[src/rtl/freq_gen_module.sv]
// -----------------------------------------------------------------------------
// freq_gen_module
//
// Programmable square-wave generator, the transmit-side partner of the
// frequency meter. A fractional (Bresenham-style) accumulator produces clk_out
// at an integer frequency of freq_set Hz from a clk_base of freq_base Hz. The
// long-term average frequency is exact. Each half-period is either the floor
// or the ceiling of freq_base/(2*freq_set) clk_base cycles.
//
// Optional feature macro: FREQ_GEN_BURST_EN
//   defined   : a nonzero burst_len stops generation after that many periods
//               and pulses done.
//   undefined : burst_len is ignored, done is tied 0, generation is continuous.
//
// Parameters
//   W          width of frequency words and of the period counter
//
// Ports
//   clk_base   reference clock; everything runs on its rising edge
//   reset      asynchronous, active-high reset
//   freq_wr    one-cycle write strobe for freq_set / freq_base / burst_len
//   freq_set   requested output frequency in Hz (0 = stop)
//   freq_base  frequency of clk_base in Hz
//   burst_len  periods to emit in burst mode (0 = continuous)
//   clk_out    generated square wave
//   busy       high while generating
//   upd        one-cycle pulse when a written frequency takes effect
//   err        one-cycle pulse when a write is rejected
//   done       one-cycle pulse at burst completion
//   per_cnt    completed clk_out periods since the last start
// -----------------------------------------------------------------------------
module freq_gen_module #(
  parameter int W = 32
) (
  input  logic         clk_base,
  input  logic         reset,
  input  logic         freq_wr,
  input  logic [W-1:0] freq_set,
  input  logic [W-1:0] freq_base,
  input  logic [W-1:0] burst_len,
  output logic         clk_out,
  output logic         busy,
  output logic         upd,
  output logic         err,
  output logic         done,
  output logic [W-1:0] per_cnt
);

  typedef enum logic [0:0] {
    IDLE = 1'b0,
    RUN  = 1'b1
  } state_t;

  localparam logic [W-1:0] ZERO_W = {W{1'b0}};
  localparam logic [W-1:0] ONE_W  = {{(W-1){1'b0}}, 1'b1};

  // A write is usable only if the base clock is known and the requested
  // rate does not exceed half of it (clk_out can toggle at most once per cycle).
  function automatic logic wr_ok(input logic [W-1:0] fs, input logic [W-1:0] fb);
    logic [W:0] two_f;
    two_f = {fs, 1'b0};
    wr_ok = (fb != ZERO_W) && (two_f <= {1'b0, fb});
  endfunction

  // Registered state
  state_t       state_r;
  logic [W-1:0] acc_r;
  logic [W-1:0] f_act_r;
  logic [W-1:0] fb_act_r;
  logic [W-1:0] bl_act_r;
  logic [W-1:0] pend_f_r;
  logic [W-1:0] pend_fb_r;
  logic [W-1:0] pend_bl_r;
  logic         pend_vld_r;
  logic         clk_out_r;
  logic         busy_r;
  logic         upd_r;
  logic         err_r;
  logic         done_r;
  logic [W-1:0] per_cnt_r;

  // Next-state values
  state_t       state_s;
  logic [W-1:0] acc_s;
  logic [W-1:0] f_act_s;
  logic [W-1:0] fb_act_s;
  logic [W-1:0] bl_act_s;
  logic [W-1:0] pend_f_s;
  logic [W-1:0] pend_fb_s;
  logic [W-1:0] pend_bl_s;
  logic         pend_vld_s;
  logic         clk_out_s;
  logic         busy_s;
  logic         upd_s;
  logic         err_s;
  logic         done_s;
  logic [W-1:0] per_cnt_s;

  // Datapath helpers
  logic         wr_acc_s;
  logic [W+1:0] sum_s;
  logic         toggle_s;
  logic         boundary_s;
  logic [W-1:0] per_cnt_inc_s;
  logic         burst_end_s;

  // Accumulator step and period-boundary detection. The sum is kept two bits
  // wider than W so acc + 2*f can never overflow before the compare.
  always_comb begin
    sum_s         = {2'b00, acc_r} + {1'b0, f_act_r, 1'b0};
    toggle_s      = (sum_s >= {2'b00, fb_act_r});
    boundary_s    = (state_r == RUN) && toggle_s && clk_out_r;
    per_cnt_inc_s = per_cnt_r + ONE_W;
    wr_acc_s      = freq_wr && wr_ok(freq_set, freq_base);
  end

`ifdef FREQ_GEN_BURST_EN
  assign burst_end_s = boundary_s && (bl_act_r != ZERO_W) && (per_cnt_inc_s == bl_act_r);
  assign done        = done_r;
`else
  // Burst length is latched but has no effect; these bits only feed a sink.
  logic unused_burst_s;
  assign burst_end_s    = 1'b0;
  assign done           = 1'b0;
  assign unused_burst_s = ^{bl_act_r, done_r};
`endif

  // Next-state and output logic of the IDLE/RUN controller.
  always_comb begin
    state_s    = state_r;
    acc_s      = acc_r;
    f_act_s    = f_act_r;
    fb_act_s   = fb_act_r;
    bl_act_s   = bl_act_r;
    pend_f_s   = pend_f_r;
    pend_fb_s  = pend_fb_r;
    pend_bl_s  = pend_bl_r;
    pend_vld_s = pend_vld_r;
    clk_out_s  = clk_out_r;
    per_cnt_s  = per_cnt_r;
    upd_s      = 1'b0;
    done_s     = 1'b0;
    err_s      = freq_wr && !wr_ok(freq_set, freq_base);

    // Accepted writes always land in the pending set first; last write wins.
    if (wr_acc_s) begin
      pend_f_s   = freq_set;
      pend_fb_s  = freq_base;
      pend_bl_s  = burst_len;
      pend_vld_s = 1'b1;
    end else begin
      pend_vld_s = pend_vld_r;
    end

    case (state_r)
      IDLE: begin
        clk_out_s = 1'b0;
        acc_s     = ZERO_W;
        if (wr_acc_s) begin
          // IDLE applies a write at once; nothing stays pending.
          pend_vld_s = 1'b0;
          upd_s      = 1'b1;
          if (freq_set != ZERO_W) begin
            f_act_s   = freq_set;
            fb_act_s  = freq_base;
            bl_act_s  = burst_len;
            per_cnt_s = ZERO_W;
            state_s   = RUN;
          end else begin
            state_s = IDLE;
          end
        end else if (pend_vld_r) begin
          // A write that arrived on the very boundary that stopped the
          // generator is honoured here instead of being lost.
          pend_vld_s = 1'b0;
          upd_s      = 1'b1;
          if (pend_f_r != ZERO_W) begin
            f_act_s   = pend_f_r;
            fb_act_s  = pend_fb_r;
            bl_act_s  = pend_bl_r;
            per_cnt_s = ZERO_W;
            state_s   = RUN;
          end else begin
            state_s = IDLE;
          end
        end else begin
          state_s = IDLE;
        end
      end

      RUN: begin
        // s < 2*fb_act, so one subtraction restores acc to [0, fb_act),
        // and the true difference always fits in W bits.
        if (toggle_s) begin
          acc_s     = sum_s[W-1:0] - fb_act_r;
          clk_out_s = ~clk_out_r;
        end else begin
          acc_s     = sum_s[W-1:0];
          clk_out_s = clk_out_r;
        end

        if (boundary_s) begin
          per_cnt_s = per_cnt_inc_s;
          if (burst_end_s) begin
            state_s    = IDLE;
            done_s     = 1'b1;
            pend_vld_s = 1'b0;
          end else if (pend_vld_r) begin
            // Apply the older pending set; a write in this same cycle has
            // already replaced the pending registers and waits for the next
            // boundary.
            upd_s      = 1'b1;
            pend_vld_s = wr_acc_s;
            if (pend_f_r == ZERO_W) begin
              state_s = IDLE;
            end else begin
              f_act_s  = pend_f_r;
              fb_act_s = pend_fb_r;
              bl_act_s = pend_bl_r;
              // Phase is kept, except when a smaller base would leave acc
              // outside [0, fb_act); restart the phase in that case.
              if (acc_s >= pend_fb_r) begin
                acc_s = ZERO_W;
              end else begin
                acc_s = acc_s;
              end
            end
          end else begin
            state_s = RUN;
          end
        end else begin
          per_cnt_s = per_cnt_r;
        end
      end

      default: begin
        state_s    = IDLE;
        acc_s      = ZERO_W;
        clk_out_s  = 1'b0;
        pend_vld_s = 1'b0;
      end
    endcase

    busy_s = (state_s == RUN);
  end

  // State and output registers; reset clears every output at once.
  always_ff @(posedge clk_base or posedge reset) begin
    if (reset) begin
      state_r    <= IDLE;
      acc_r      <= ZERO_W;
      f_act_r    <= ZERO_W;
      fb_act_r   <= ZERO_W;
      bl_act_r   <= ZERO_W;
      pend_f_r   <= ZERO_W;
      pend_fb_r  <= ZERO_W;
      pend_bl_r  <= ZERO_W;
      pend_vld_r <= 1'b0;
      clk_out_r  <= 1'b0;
      busy_r     <= 1'b0;
      upd_r      <= 1'b0;
      err_r      <= 1'b0;
      done_r     <= 1'b0;
      per_cnt_r  <= ZERO_W;
    end else begin
      state_r    <= state_s;
      acc_r      <= acc_s;
      f_act_r    <= f_act_s;
      fb_act_r   <= fb_act_s;
      bl_act_r   <= bl_act_s;
      pend_f_r   <= pend_f_s;
      pend_fb_r  <= pend_fb_s;
      pend_bl_r  <= pend_bl_s;
      pend_vld_r <= pend_vld_s;
      clk_out_r  <= clk_out_s;
      busy_r     <= busy_s;
      upd_r      <= upd_s;
      err_r      <= err_s;
      done_r     <= done_s;
      per_cnt_r  <= per_cnt_s;
    end
  end

  assign clk_out = clk_out_r;
  assign busy    = busy_r;
  assign upd     = upd_r;
  assign err     = err_r;
  assign per_cnt = per_cnt_r;

endmodule

[config.mk]
export PLATFORM = sky130hd
export DESIGN_NAME = freq_gen_module
export DESIGN_NICKNAME = d
export VERILOG_FILES = /design/src/rtl/freq_gen_module.sv
export SDC_FILE = /design/constraint.sdc
export NUM_CORES = 1
export LEC_CHECK = 0
export ABC_AREA = 1
export CAP_MARGIN = 20
export CORE_ASPECT_RATIO = 2
export CORE_MARGIN = 2
export CORE_UTILIZATION = 60
export CTS_CLUSTER_DIAMETER = 80
export DETAILED_ROUTE_END_ITERATION = 12
export HOLD_SLACK_MARGIN = 0.05
export PLACE_DENSITY = 0.82
export SETUP_SLACK_MARGIN = 0.15
export SLEW_MARGIN = 20
export SYNTH_ARGS = -nofsm -noshare
export SYNTH_HDL_FRONTEND = slang
export SYNTH_SLANG_ARGS = --single-unit
[constraint.sdc]
create_clock -name clk_base -period 7.82 [get_ports clk_base]
set_clock_uncertainty 0.05 [all_clocks]
set_input_delay 0.782 -clock clk_base [delete_from_list [all_inputs] [get_ports clk_base]]
set_output_delay 0.782 -clock clk_base [all_outputs]
set_load 0.01 [all_outputs]
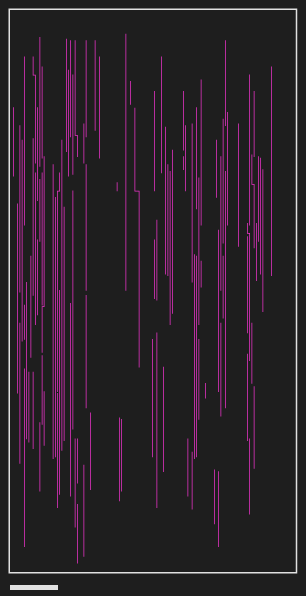
Fig. 1. Met4 routing (run 1).
The bar under the picture is 20 microns long.
- share of all routed wire: 11%
- nets with wire on the layer: 101
- wire length on this layer: 5,250 microns
- main direction: vertical
- longest straight run: 129 microns
total number of vias: 15,600
final wirelength: 49,200 microns

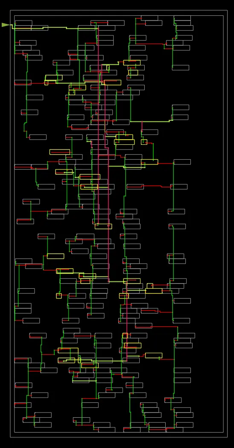
Fig. 2. Clock nets (run 1).
clock buf count: 22

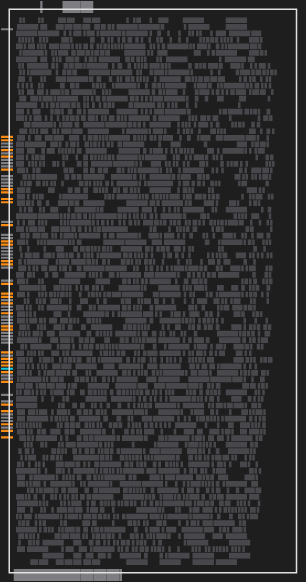
Fig. 3. I/O pins on the die edge (run 1).
Pins as bars across the die edge, other pins in gray.
- cyan: err (pins 1; direction output; edge left)
- orange: per_cnt (pins 32; direction output; edge left)
- all pins by edge: 72 left, 49 bottom, 15 top
Port Buffers: 102
Die H: 234 microns

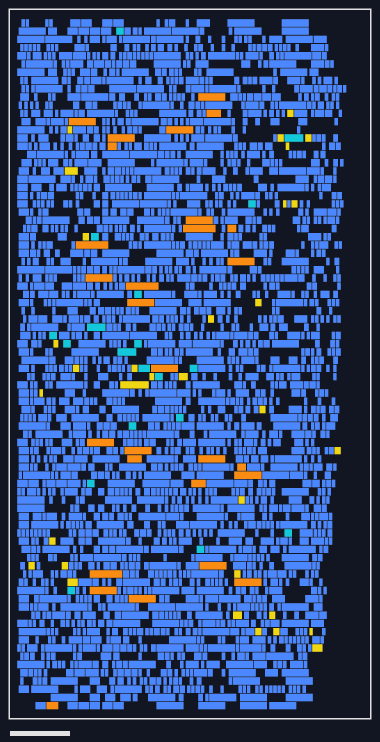
Fig. 4. Cell sizes after repair (run 1).
The bar under the picture is 20 microns long.
- orange: drive 6 and up (cells 28)
- blue: drive 1 or less (cells 2,329)
- cyan: drive 3 to 4 (cells 19)
- yellow: drive 2 (cells 32)
Signal buffers: 115
P&R area growth vs syn: 11.0%

==> metrics.yaml, run 1 <==
run_status:
  status: "completed"
layout:
  flop-count: 197
  comb_area_sq_um: 9380
  nFillCells: 2287
  drive_gt1_share_pct: 3.28
  inverters: 301
  top_area_cell_class: "multi-input combinational cells"
  regArea_sq_um: 4930
  lay_top_cells: "nand2_1 (752), inv_1 (295), dfrtp_1 (196)"
  finalNonFillerCells: 2752
  sh_comb_area_pct: 53.2
  final_util_pct: 67.4
  clk_share_pct: 3.63
  bufAreaShareNonClock_pct: 6.31
  sh_seq_area_pct: 28.0
  antennaDiodeCount: 0
  fin_nets: 2623
  logic_gates: 1763
  finalInstanceArea_sq_um: 17600
  layout_top_cell: "nand2_1"
setup_path:
  crit_family: "simple AND/OR/NAND/NOR gates"
  crit_arrival_ns: 7.02
  slowest_delay_ns: 0.43
  reg2reg_to: "acc_r[22]"
  worst_setup_path_start_kind: "register"
  required_ns: 8.08
  rrSetupSlack_ns: 1.07
  crit_slowest_cell: "nor4_1"
  cp_max_fo: 32
  r2r_start: "acc_r[1]"
  cp_num_buf_inv: 5
  r2r_cells: 34
  end_kind: "register"
  cpMostUsedCell: "nand2_1"
  crit_type: "reg -> reg"
synthesis:
  ys_area_sq_um: 15900
  synth-compound-area-share_pct: 7.62
  logic_family: "simple AND/OR/NAND/NOR gates"
  ys_ff: 197
  topCellsByArea: "dfrtp_1 (31%), nand2_1 (18%), ha_1 (10%)"
  netlist.area_leader.share_pct: 31.0
  common_cells: "nand2_1 (754), inv_1 (296), dfrtp_1 (197), nand3_1 (181), nor2_1 (167)"
  ys_cells: 2343
  yosys.area.top_type: "dfrtp_1"
  syn_area_sq_um: 15900
  syn_inst: 2343
  ys_sh_simple_pct: 37.2
  synth-edff-count: 0
  ys.flop_type: "dfrtp_1"
  synth.distinct_cells: 45
  yosysSeqAreaShare_pct: 31.0
  adder_share_pct: 10.3
  fp_nets: 2571
  synth_area_per_cell_sq_um: 6.78
  ys_async_sr_fraction_pct: 100
  ys_warn_count: 0
  mux_share_pct: 0
  xor_area_share_pct: 3.97
  yosysMostFrequentCell: "nand2_1"
grt:
  grtUsageMet2_pct: 63.9
  antenna_found_initial: 0
  grtUsageMet1_pct: 35.8
  globalRouteOverflowTotal: 0
  grt_pass1_vias: 15900
  busiest_layer: "met2"
  grt_max_degree: 122
  track_usage_pct: 35.9
  grt_pass1_wl_microns: 77800
  grt_use_met3_pct: 4.67
hold_path:
  hp-class: "reg -> reg"
  worstHoldStart: "fb_act_r[16]"
  min_path_cells: 2
  whs_endpoint: "fb_act_r[16]"
clock_network:
  clk_path_buf_depth: 2
  cts-root-buf: "clkbuf_16"
  cts_setup_buffers: 0
  htree_levels: 4
  cts_buffers: 17
  path_clk_slew_ns: 0.07
  cts_hold_buf: 0
  cts_tree: "done"
  insertion_delay_ns: 0.44
  cts_resized: 0
  cts.sinks: 197
flow_run:
  drv_cap: 0
  warnings: 60
timing:
  setup_viol: 0
  fmax_mhz: 148
  slew_viol_final: 0
  relSlewSlack_pct: 33.3
  min_period_ns: 6.75
  finalSetupTns_ns: 0
  worst_hold_slack_ns: 0.422
  tightestPinTransition_ns: 1.00
  finalClockPeriodUsage_pct: 86.4
  grt_setup_unrepaired: "false"
  finalWorstSetupSlack_ns: 1.07
  final_hold_viol_count: 0
route:
  wire_per_inst_microns: 17.9
  wl_met1_microns: 17400
  drt_iter0_markers: 1056
  detail-route-antenna-nets: 0
  viasPerCell: 5.66
  dr_wl_met3_microns: 1860
  wl_met2_microns: 24600
  drc: 0
  drt-pass1-iter-count: 5
  routed.top_layer: "met4"
floorplan:
  die_area_sq_um: 27900
  die_width_microns: 119
  pin_count: 136
  rows: 84
  fp_util_pct: 60.7
  tap-cell-count: 344
  core_area_sq_um: 26200
place:
  gp_congestion: 1.04
  dp_cells: 2720
  pre_cts_ws_ns: 1.12
  placed_area_sq_um: 17000
  place_hpwl_microns: 38100
[run 1: worst max path at each step]
stage	cells past startpoint	endpoint	start	slack [ns]
3_3_place_gp	38	acc_r[11]	f_act_r[0]	1.27
4_1_cts	37	acc_r[22]	acc_r[1]	1.10
6_report	34	acc_r[22]	acc_r[1]	1.07
5_1_grt	34	acc_r[22]	acc_r[1]	0.56
3_5_place_dp	37	acc_r[22]	f_act_r[0]	1.12
2_1_floorplan	1	acc_r[0]	reset	1.62
Fig. 5: run 1, clock wires, drivers and flops
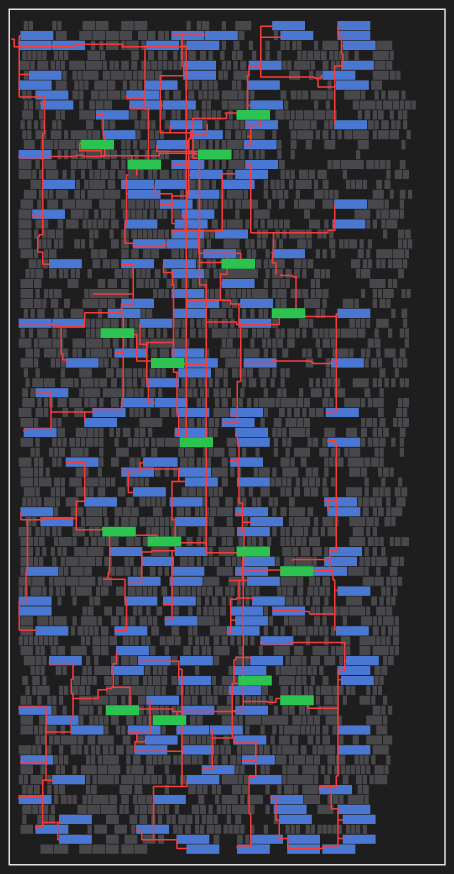

==> run 2: changes to the inputs <==
Settings changed: SLEW_MARGIN 20 to 25.
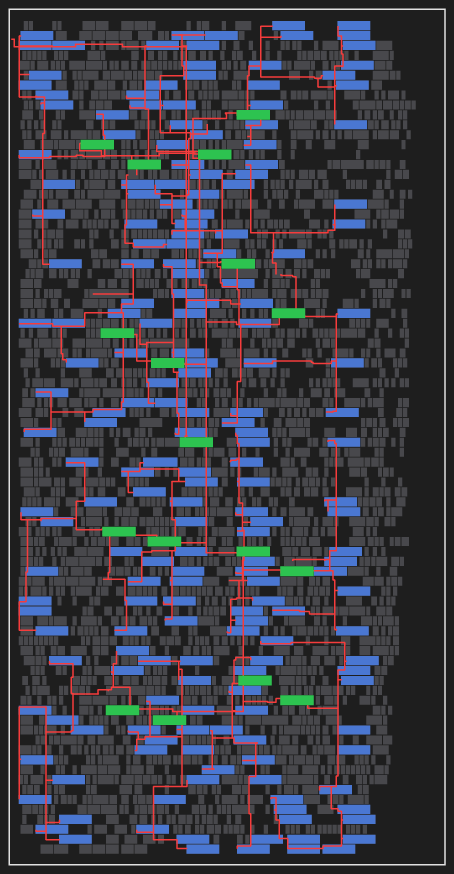
Fig. 6. Clock wires, drivers and flops (run 2).
- red: clock wires (length 2,490 microns)
- blue: flip-flops (count 197)
- green: cells driving clock nets (count 17)
- flops lie: widely spread
- routed clock nets: 18
Clock Latency Late Sink: 0.44 ns

==> run 2 against run 1 <==
Clock-buffer cell count stayed put. Sequential share of layout area barely moved. Die size is the same. Synthesized area unchanged. Via count decreased by 0.15%. Non-clock buffer count stayed put. Worst hold slack barely moved. Synthesized cell count is the same.
==> metrics.yaml, run 2 <==
setup_path:
  reg2reg_to: "acc_r[22]"
  required_ns: 8.08  # about the same
  crit_family: "simple AND/OR/NAND/NOR gates"
  cp_num_buf_inv: 5  # unchanged
  crit_arrival_ns: 7.02  # about the same
  end_kind: "register"
  cp.depth: 34  # unchanged
  rrSetupSlack_ns: 1.07  # about the same
  crit_end: "acc_r[22]"
  r2r_start: "acc_r[1]"
  crit_slowest_cell: "nor4_1"
  cp_max_fo: 32  # unchanged
  worst_setup_path_start_kind: "register"
  cpMostUsedCell: "nand2_1"
  startpoint: "acc_r[1]"
  crit_type: "reg -> reg"
  r2r_cells: 34  # unchanged
synthesis:
  common_cells: "nand2_1 (754), inv_1 (296), dfrtp_1 (197), nand3_1 (181), nor2_1 (167)"
  netlist.area_leader.share_pct: 31.0  # unchanged
  topCellsByArea: "dfrtp_1 (31%), nand2_1 (18%), ha_1 (10%)"
  yosys.area.top_type: "dfrtp_1"
  synth-compound-area-share_pct: 7.62  # unchanged
  fp_nets: 2571  # unchanged
  ys.flop_type: "dfrtp_1"
  synth_area_per_cell_sq_um: 6.78  # unchanged
  ys_cells: 2343  # unchanged
  yosysMostFrequentCell: "nand2_1"
  syn_area_sq_um: 15900  # unchanged
  ys_sh_simple_pct: 37.2  # unchanged
  adder_share_pct: 10.3  # unchanged
  xor_area_share_pct: 3.97  # unchanged
  logic_family: "simple AND/OR/NAND/NOR gates"
  ys_async_sr_fraction_pct: 100  # unchanged
  mux_share_pct: 0  # unchanged
  ys_ff: 197  # unchanged
  synth-edff-count: 0  # unchanged
  syn_inst: 2343  # unchanged
clock_network:
  clk_path_buf_depth: 2  # unchanged
  cts_resized: 0  # unchanged
  cts_buffers: 17  # unchanged
  cts_tree: "done"
  htree_levels: 4  # unchanged
  cts.sinks: 197  # unchanged
  cts_hold_buf: 0  # unchanged
  path_clk_slew_ns: 0.07  # about the same
  cts-root-buf: "clkbuf_16"
  cts_setup_buffers: 0  # unchanged
layout:
  fin_nets: 2623  # unchanged
  regArea_sq_um: 4930  # unchanged
  finalInstanceArea_sq_um: 17600  # about the same
  sh_seq_area_pct: 28.0  # about the same
  finalNonFillerCells: 2752  # unchanged
  bufAreaShareNonClock_pct: 6.33  # +0.020 points
  nFillCells: 2286  # -0.044%
  logic_gates: 1763  # unchanged
  flop-count: 197  # unchanged
  clkbuf_count: 22  # unchanged
  drive_gt1_share_pct: 3.28  # unchanged
  layout_top_cell: "nand2_1"
  area_delta_synth_final_pct: 11.1  # about the same
  lay_top_cells: "nand2_1 (752), inv_1 (295), dfrtp_1 (196)"
  inverters: 301  # unchanged
  sh_comb_area_pct: 53.2  # about the same
  comb_area_sq_um: 9380  # unchanged
  num-nonclk-buffers: 115  # unchanged
  top_area_cell_class: "multi-input combinational cells"
grt:
  track_usage_pct: 35.9  # unchanged
  busiest_layer: "met2"
  grt_pass1_wl_microns: 77800  # unchanged
  grt_use_met3_pct: 4.67  # unchanged
  grtUsageMet1_pct: 35.8  # unchanged
  grt_pass1_vias: 15900  # unchanged
  grtUsageMet2_pct: 63.9  # unchanged
  globalRouteOverflowTotal: 0  # unchanged
  antenna_found_initial: 0  # unchanged
floorplan:
  die_width_microns: 119  # unchanged
  fp_util_pct: 60.7  # unchanged
  die_area_sq_um: 27900  # unchanged
  rows: 84  # unchanged
  pin_count: 136  # unchanged
  tap-cell-count: 344  # unchanged
  dieHeight_microns: 234  # unchanged
hold_path:
  hp-class: "reg -> reg"
timing:
  worst_hold_slack_ns: 0.422  # +0.0000110 ns
  finalSetupTns_ns: 0  # unchanged
  finalClockPeriodUsage_pct: 86.3  # about the same
  final_hold_viol_count: 0  # unchanged
  finalWorstSetupSlack_ns: 1.07  # +0.000720 ns
  setup_viol: 0  # unchanged
  fmax_mhz: 148  # about the same
  min_period_ns: 6.75  # -0.000720 ns
  grt_setup_unrepaired: "false"
  tightestPinTransition_ns: 0.923  # -0.0778 ns
  relSlewSlack_pct: 38.0  # +4.7 points
route:
  routed.top_layer: "met4"
  wl_met2_microns: 24700  # +0.41%
  viasPerCell: 5.65  # -0.15%
  wire_per_inst_microns: 17.9  # about the same
  via_count: 15600  # -0.15%
  wl_met1_microns: 17400  # about the same
  drc: 0  # unchanged
  drt-pass1-iter-count: 5  # unchanged
  detail-route-antenna-nets: 0  # unchanged
  postRouteWirelength_microns: 49200  # about the same
place:
  pre_cts_ws_ns: 1.12  # unchanged
  place_hpwl_microns: 38100  # unchanged
  gp_congestion: 1.04  # unchanged
  port_buffers: 102  # unchanged
flow_run:
  warnings: 60  # unchanged
run_status:
  status: "completed"
==> run 2: netlist changes by cell type in the layout (fill, tap and decap cells not counted) <==
cell,delta
buf_4,-1
buf_6,+1
==> run 2: worst min path at each step <==
| stage | from | endpoint | slack [ns] | cells past startpoint |
|---|---|---|---|---|
| finish | fb_act_r[31] | fb_act_r[31] | 0.42 | 2 |
| global route | fb_act_r[30] | fb_act_r[30] | 0.45 | 2 |
| CTS | fb_act_r[31] | fb_act_r[31] | 0.43 | 2 |
| detailed placement | fb_act_r[21] | fb_act_r[21] | 0.41 | 2 |
| global placement | fb_act_r[2] | fb_act_r[2] | 0.41 | 2 |
| floorplan | fb_act_r[10] | fb_act_r[10] | 0.39 | 2 |
